--- src/rtl/mips_muldiv_pkg.sv ---
// Shared definitions for the HI/LO multiply/divide unit: op encodings,
// FSM state type and iteration count.
package mips_muldiv_pkg;

    localparam int MULDIV_ITER = 32;

    localparam logic [1:0] OP_MULTU = 2'b00;
    localparam logic [1:0] OP_MULT  = 2'b01;
    localparam logic [1:0] OP_DIVU  = 2'b10;
    localparam logic [1:0] OP_DIV   = 2'b11;

    typedef enum logic [1:0] {
        S_IDLE,
        S_CALC,
        S_FIXUP
    } muldiv_state_e;

endpackage

--- src/rtl/muldiv_step.sv ---
// One combinational iteration of the unsigned shift-add multiplier or
// restoring divider operating on a packed {upper, lower} accumulator.
module muldiv_step #(
    parameter int WIDTH = 32
) (
    input  logic                 isDiv_i,
    input  logic [2*WIDTH-1:0]   acc_i,
    input  logic [WIDTH-1:0]     operand_i,
    output logic [2*WIDTH-1:0]   acc_o
);

    logic [WIDTH:0] sum;
    logic [WIDTH:0] trial;

    // Multiply keeps the multiplier in the low half and shifts the carry-out
    // of the partial sum back in; divide shifts the dividend up into the
    // remainder half and records a quotient bit in the vacated LSB.
    always_comb begin
        sum   = {1'b0, acc_i[2*WIDTH-1:WIDTH]} + (acc_i[0] ? {1'b0, operand_i} : '0);
        trial = acc_i[2*WIDTH-1:WIDTH-1] - {1'b0, operand_i};
        if (isDiv_i) begin
            if (!trial[WIDTH]) begin
                acc_o = {trial[WIDTH-1:0], acc_i[WIDTH-2:0], 1'b1};
            end else begin
                acc_o = {acc_i[2*WIDTH-2:0], 1'b0};
            end
        end else begin
            acc_o = {sum, acc_i[WIDTH-1:1]};
        end
    end

endmodule

--- src/rtl/hilo_muldiv_unit.sv ---
// Multi-cycle MULT/MULTU/DIV/DIVU unit owning the architectural HI/LO
// registers; fixed 34-edge latency from start to done.
module hilo_muldiv_unit
    import mips_muldiv_pkg::*;
#(
    parameter int WIDTH = 32,
    parameter int CNT_W = 5
) (
    input  logic             clk,
    input  logic             reset,
    input  logic             start,
    input  logic [1:0]       op,
    input  logic [WIDTH-1:0] a,
    input  logic [WIDTH-1:0] b,
    input  logic             hi_we,
    input  logic             lo_we,
    input  logic [WIDTH-1:0] wdata,
    output logic             busy,
    output logic             done,
    output logic [WIDTH-1:0] hi,
    output logic [WIDTH-1:0] lo
);

    muldiv_state_e        state_q, state_d;
    logic [CNT_W-1:0]     cnt_q, cnt_d;
    logic [2*WIDTH-1:0]   acc_q, acc_d;
    logic [WIDTH-1:0]     operand_q, operand_d;
    logic [1:0]           op_q, op_d;
    logic                 signQuot_q, signQuot_d;
    logic                 signRem_q, signRem_d;
    logic                 divZero_q, divZero_d;
    logic [WIDTH-1:0]     hi_q, hi_d;
    logic [WIDTH-1:0]     lo_q, lo_d;
    logic                 busy_q, busy_d;
    logic                 done_q, done_d;

    logic [2*WIDTH-1:0]   stepAcc;
    logic [2*WIDTH-1:0]   result;
    logic [WIDTH-1:0]     magA;
    logic [WIDTH-1:0]     magB;

    muldiv_step #(.WIDTH(WIDTH)) u_step (
        .isDiv_i   (op_q[1]),
        .acc_i     (acc_q),
        .operand_i (operand_q),
        .acc_o     (stepAcc)
    );

    always_comb begin
        state_d    = state_q;
        cnt_d      = cnt_q;
        acc_d      = acc_q;
        operand_d  = operand_q;
        op_d       = op_q;
        signQuot_d = signQuot_q;
        signRem_d  = signRem_q;
        divZero_d  = divZero_q;
        hi_d       = hi_q;
        lo_d       = lo_q;
        busy_d     = busy_q;
        done_d     = 1'b0;
        result     = acc_q;
        magA       = (op[0] && a[WIDTH-1]) ? -a : a;
        magB       = (op[0] && b[WIDTH-1]) ? -b : b;

        unique case (state_q)
            S_IDLE: begin
                if (hi_we) hi_d = wdata;
                if (lo_we) lo_d = wdata;
                if (start) begin
                    // The iterating value sits in the low accumulator half; the
                    // other magnitude is held constant as the step operand.
                    op_d       = op;
                    acc_d      = {{WIDTH{1'b0}}, (op[1] ? magA : magB)};
                    operand_d  = op[1] ? magB : magA;
                    signQuot_d = a[WIDTH-1] ^ b[WIDTH-1];
                    signRem_d  = a[WIDTH-1];
                    divZero_d  = (b == '0);
                    cnt_d      = '0;
                    busy_d     = 1'b1;
                    state_d    = S_CALC;
                end
            end
            S_CALC: begin
                acc_d = stepAcc;
                cnt_d = cnt_q + 1'b1;
                if (cnt_q == CNT_W'(MULDIV_ITER - 1)) state_d = S_FIXUP;
            end
            S_FIXUP: begin
                // Divide-by-zero keeps the all-ones quotient, but the remainder
                // still takes the dividend's sign so HI returns the raw dividend.
                if (op_q == OP_MULT && signQuot_q) result = -acc_q;
                if (op_q == OP_DIV) begin
                    if (signQuot_q && !divZero_q) result[WIDTH-1:0] = -acc_q[WIDTH-1:0];
                    if (signRem_q) result[2*WIDTH-1:WIDTH] = -acc_q[2*WIDTH-1:WIDTH];
                end
                hi_d    = result[2*WIDTH-1:WIDTH];
                lo_d    = result[WIDTH-1:0];
                busy_d  = 1'b0;
                done_d  = 1'b1;
                state_d = S_IDLE;
            end
            default: state_d = S_IDLE;
        endcase
    end

    always_ff @(posedge clk or posedge reset) begin
        if (reset) begin
            state_q    <= S_IDLE;
            cnt_q      <= '0;
            acc_q      <= '0;
            operand_q  <= '0;
            op_q       <= OP_MULTU;
            signQuot_q <= 1'b0;
            signRem_q  <= 1'b0;
            divZero_q  <= 1'b0;
            hi_q       <= '0;
            lo_q       <= '0;
            busy_q     <= 1'b0;
            done_q     <= 1'b0;
        end else begin
            state_q    <= state_d;
            cnt_q      <= cnt_d;
            acc_q      <= acc_d;
            operand_q  <= operand_d;
            op_q       <= op_d;
            signQuot_q <= signQuot_d;
            signRem_q  <= signRem_d;
            divZero_q  <= divZero_d;
            hi_q       <= hi_d;
            lo_q       <= lo_d;
            busy_q     <= busy_d;
            done_q     <= done_d;
        end
    end

    assign busy = busy_q;
    assign done = done_q;
    assign hi   = hi_q;
    assign lo   = lo_q;

endmodule

--- config.mk ---
export PLATFORM = sky130hd
export DESIGN_NAME = hilo_muldiv_unit
export DESIGN_NICKNAME = d
export VERILOG_FILES = /design/src/rtl/mips_muldiv_pkg.sv /design/src/rtl/muldiv_step.sv /design/src/rtl/hilo_muldiv_unit.sv
export SDC_FILE = /design/constraint.sdc
export NUM_CORES = 1
export LEC_CHECK = 0
export ABC_CLOCK_PERIOD_IN_PS = 7800
export CORE_MARGIN = 5
export CORE_UTILIZATION = 58
export CTS_CLUSTER_DIAMETER = 150
export DETAILED_ROUTE_END_ITERATION = 6
export PLACE_DENSITY = 0.82
export REMOVE_ABC_BUFFERS = 1
export SLEW_MARGIN = 20
export SYNTH_ARGS = -nofsm -noshare
export SYNTH_HDL_FRONTEND = slang
export SYNTH_HIERARCHICAL = 1
export SYNTH_SLANG_ARGS = --single-unit
--- constraint.sdc ---
create_clock -name clk -period 7.8 [get_ports clk]
set_input_delay 1.17 -clock clk [delete_from_list [all_inputs] [get_ports clk]]
set_output_delay 1.17 -clock clk [all_outputs]
set_load 0.01 [all_outputs]
==> results_slide.txt <==
Physical Implementation Snapshot

Status
  • Status: completed

Clocking
  • Clock buffer depth: 2
  • H-tree depth: 4
  • CTS Sinks: 174
  • Post-CTS Setup Inserts: 0

Yosys
  • Dominant cell type by area after synthesis: dfrtp_1
  • Yosys xor share: 10.53%
  • Mux share: 4.321%

Min path
  • HP Start: lo[14]$_DFFE_PP0P_
  • HP Class: register to register

Critical path
  • CP Launch Type: register
  • Last element of the critical path: acc_q[32]$_DFFE_PP0P_
  • Delay-heaviest family, CP: AND-OR/OR-AND gates
  • Crit path kind: register to register
  • CP max stage delay: 0.53 ns
  • Crit. path cell count: 15
  • Worst setup startpoint: acc_q[31]$_DFFE_PP0P_
  • Worst path slowest cell: dfrtp_1

Die
  • Die x size: 170.2 um

Power
  • Comb. pwr: 5.96 mW
  • P_sw: 4.558 mW
  • Total Power: 9.003 mW
  • Clk pwr: 0.926 mW

GRT
  • Pin count of the biggest net entering global routing: 104
  • Vias in the first global route: 13979

Finish
  • Commonest Layout Cell: nand2_1
  • Antenna cells: 0
  • Layout area overhead: 16.50%
  • Final cell count without fillers: 2313
  • Nets: 2145

Place
  • IO buf count: 168

Timing
  • Maximum clock frequency: 246.8 MHz
  • TNS Setup: 0 ns
  • WHS: 0.4774 ns

Routing
  • DR iter-0 viols: 1504
area by class of cell:
class | count | area (um^2)
flip-flops and latches | 174 | 4355
repair buffers | 183 | 1794
well taps | 330 | 412.9
multi-input cells | 1530 | 9913
clock inverters | 15 | 193.9
fillers | 2079 | 7914
inverters | 64 | 245.2
clock buffers | 17 | 425.4
registers in the layout, summed over array words and instances (netlist names):
| register | count |
|---|---|
| acc_q | 64 |
| hi | 32 |
| lo | 32 |
| operand_q | 32 |
| cnt_q | 5 |
| op_q | 2 |
| state_q | 2 |
| busy | 1 |
| divZero_q | 1 |
| done | 1 |
| signQuot_q | 1 |
| signRem_q | 1 |
routing by layer:
metal  routed length, um  part of all wire (%)  up-vias
li1                    -                     -     6958
met1               21140                    44     7036
met2               21000                    44      697
met3                4158                   8.7       81
met4                1355                   2.8        0
met5                   0                     0        -
Metal 1:
Supply wires on this layer in gray.
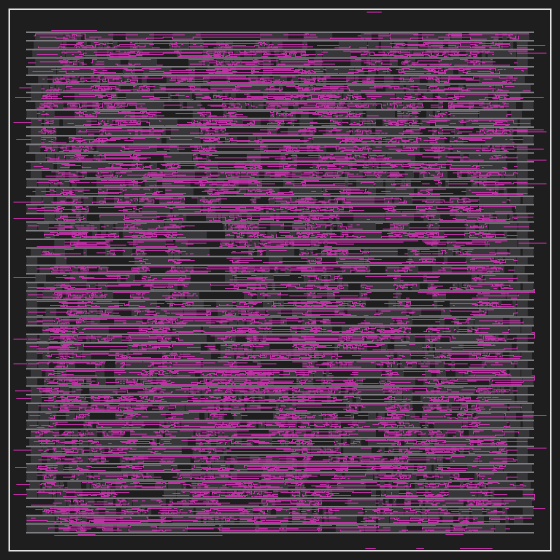
share of all routed wire: 44%
longest straight run: 89.2 um
main direction: horizontal
nets with wire on the layer: 1945
wire length on this layer: 21.1 mm
detailed-route via count: 14772
M1 GR Usage: 44.98%
Routed WL: 47660 um

Where the registers sit:
Other sequential cells in the stronger gray, the rest of the logic in the fainter gray.
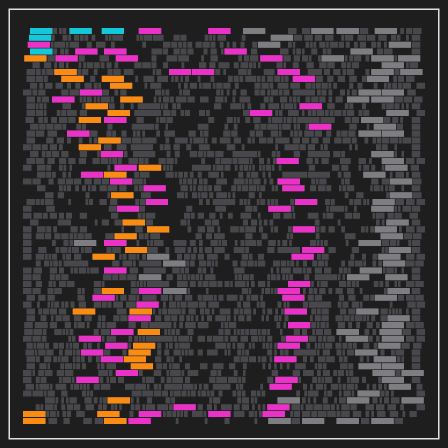
| signal | color | flops |
|---|---|---|
| operand_q | orange | 32 |
| acc_q | magenta | 64 |
| cnt_q | cyan | 5 |
not colored: 73
Storage cell area: 0.004355 mm^2
sequential power: 2.11 mW
Seq/total area: 25.12%
Util after Layout: 68.66%

Signal wires on met2:
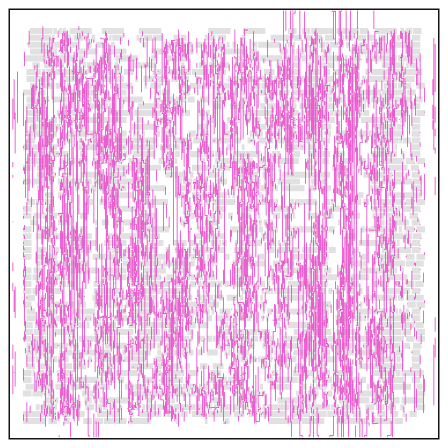
nets with wire on the layer: 1731
main direction: vertical
longest straight run: 93.8 um
share of all routed wire: 44%
met2 Use GR: 50.50%

Routing congestion:
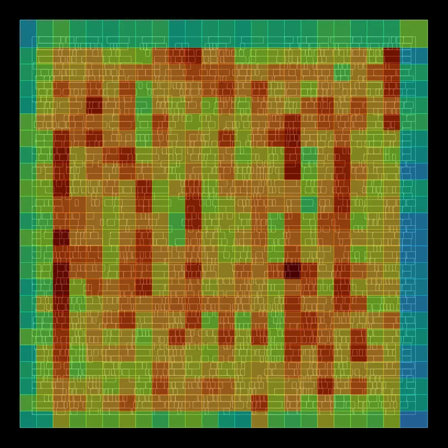
Most Crowded Layer GR: met2
wire per inst: 20.60 um
Total Routing Usage GR: 32.11%
met3 Use GR: 5.830%

Wires at chosen ports, followed through buffers:
Scale bar: 50 um.
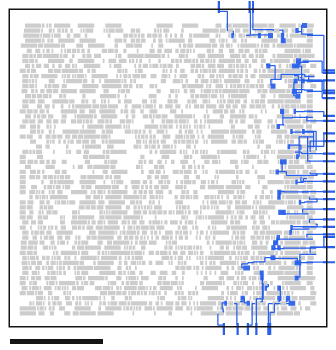
| port | color | bits | direction | edge | end cells | buffers | wire |
|---|---|---|---|---|---|---|---|
| wdata | blue | 32 | input | 23 right, 6 bottom, 3 top | 51 | 32 | 1010 um |

No activity file was given, so power comes from the tool's default toggle rates.
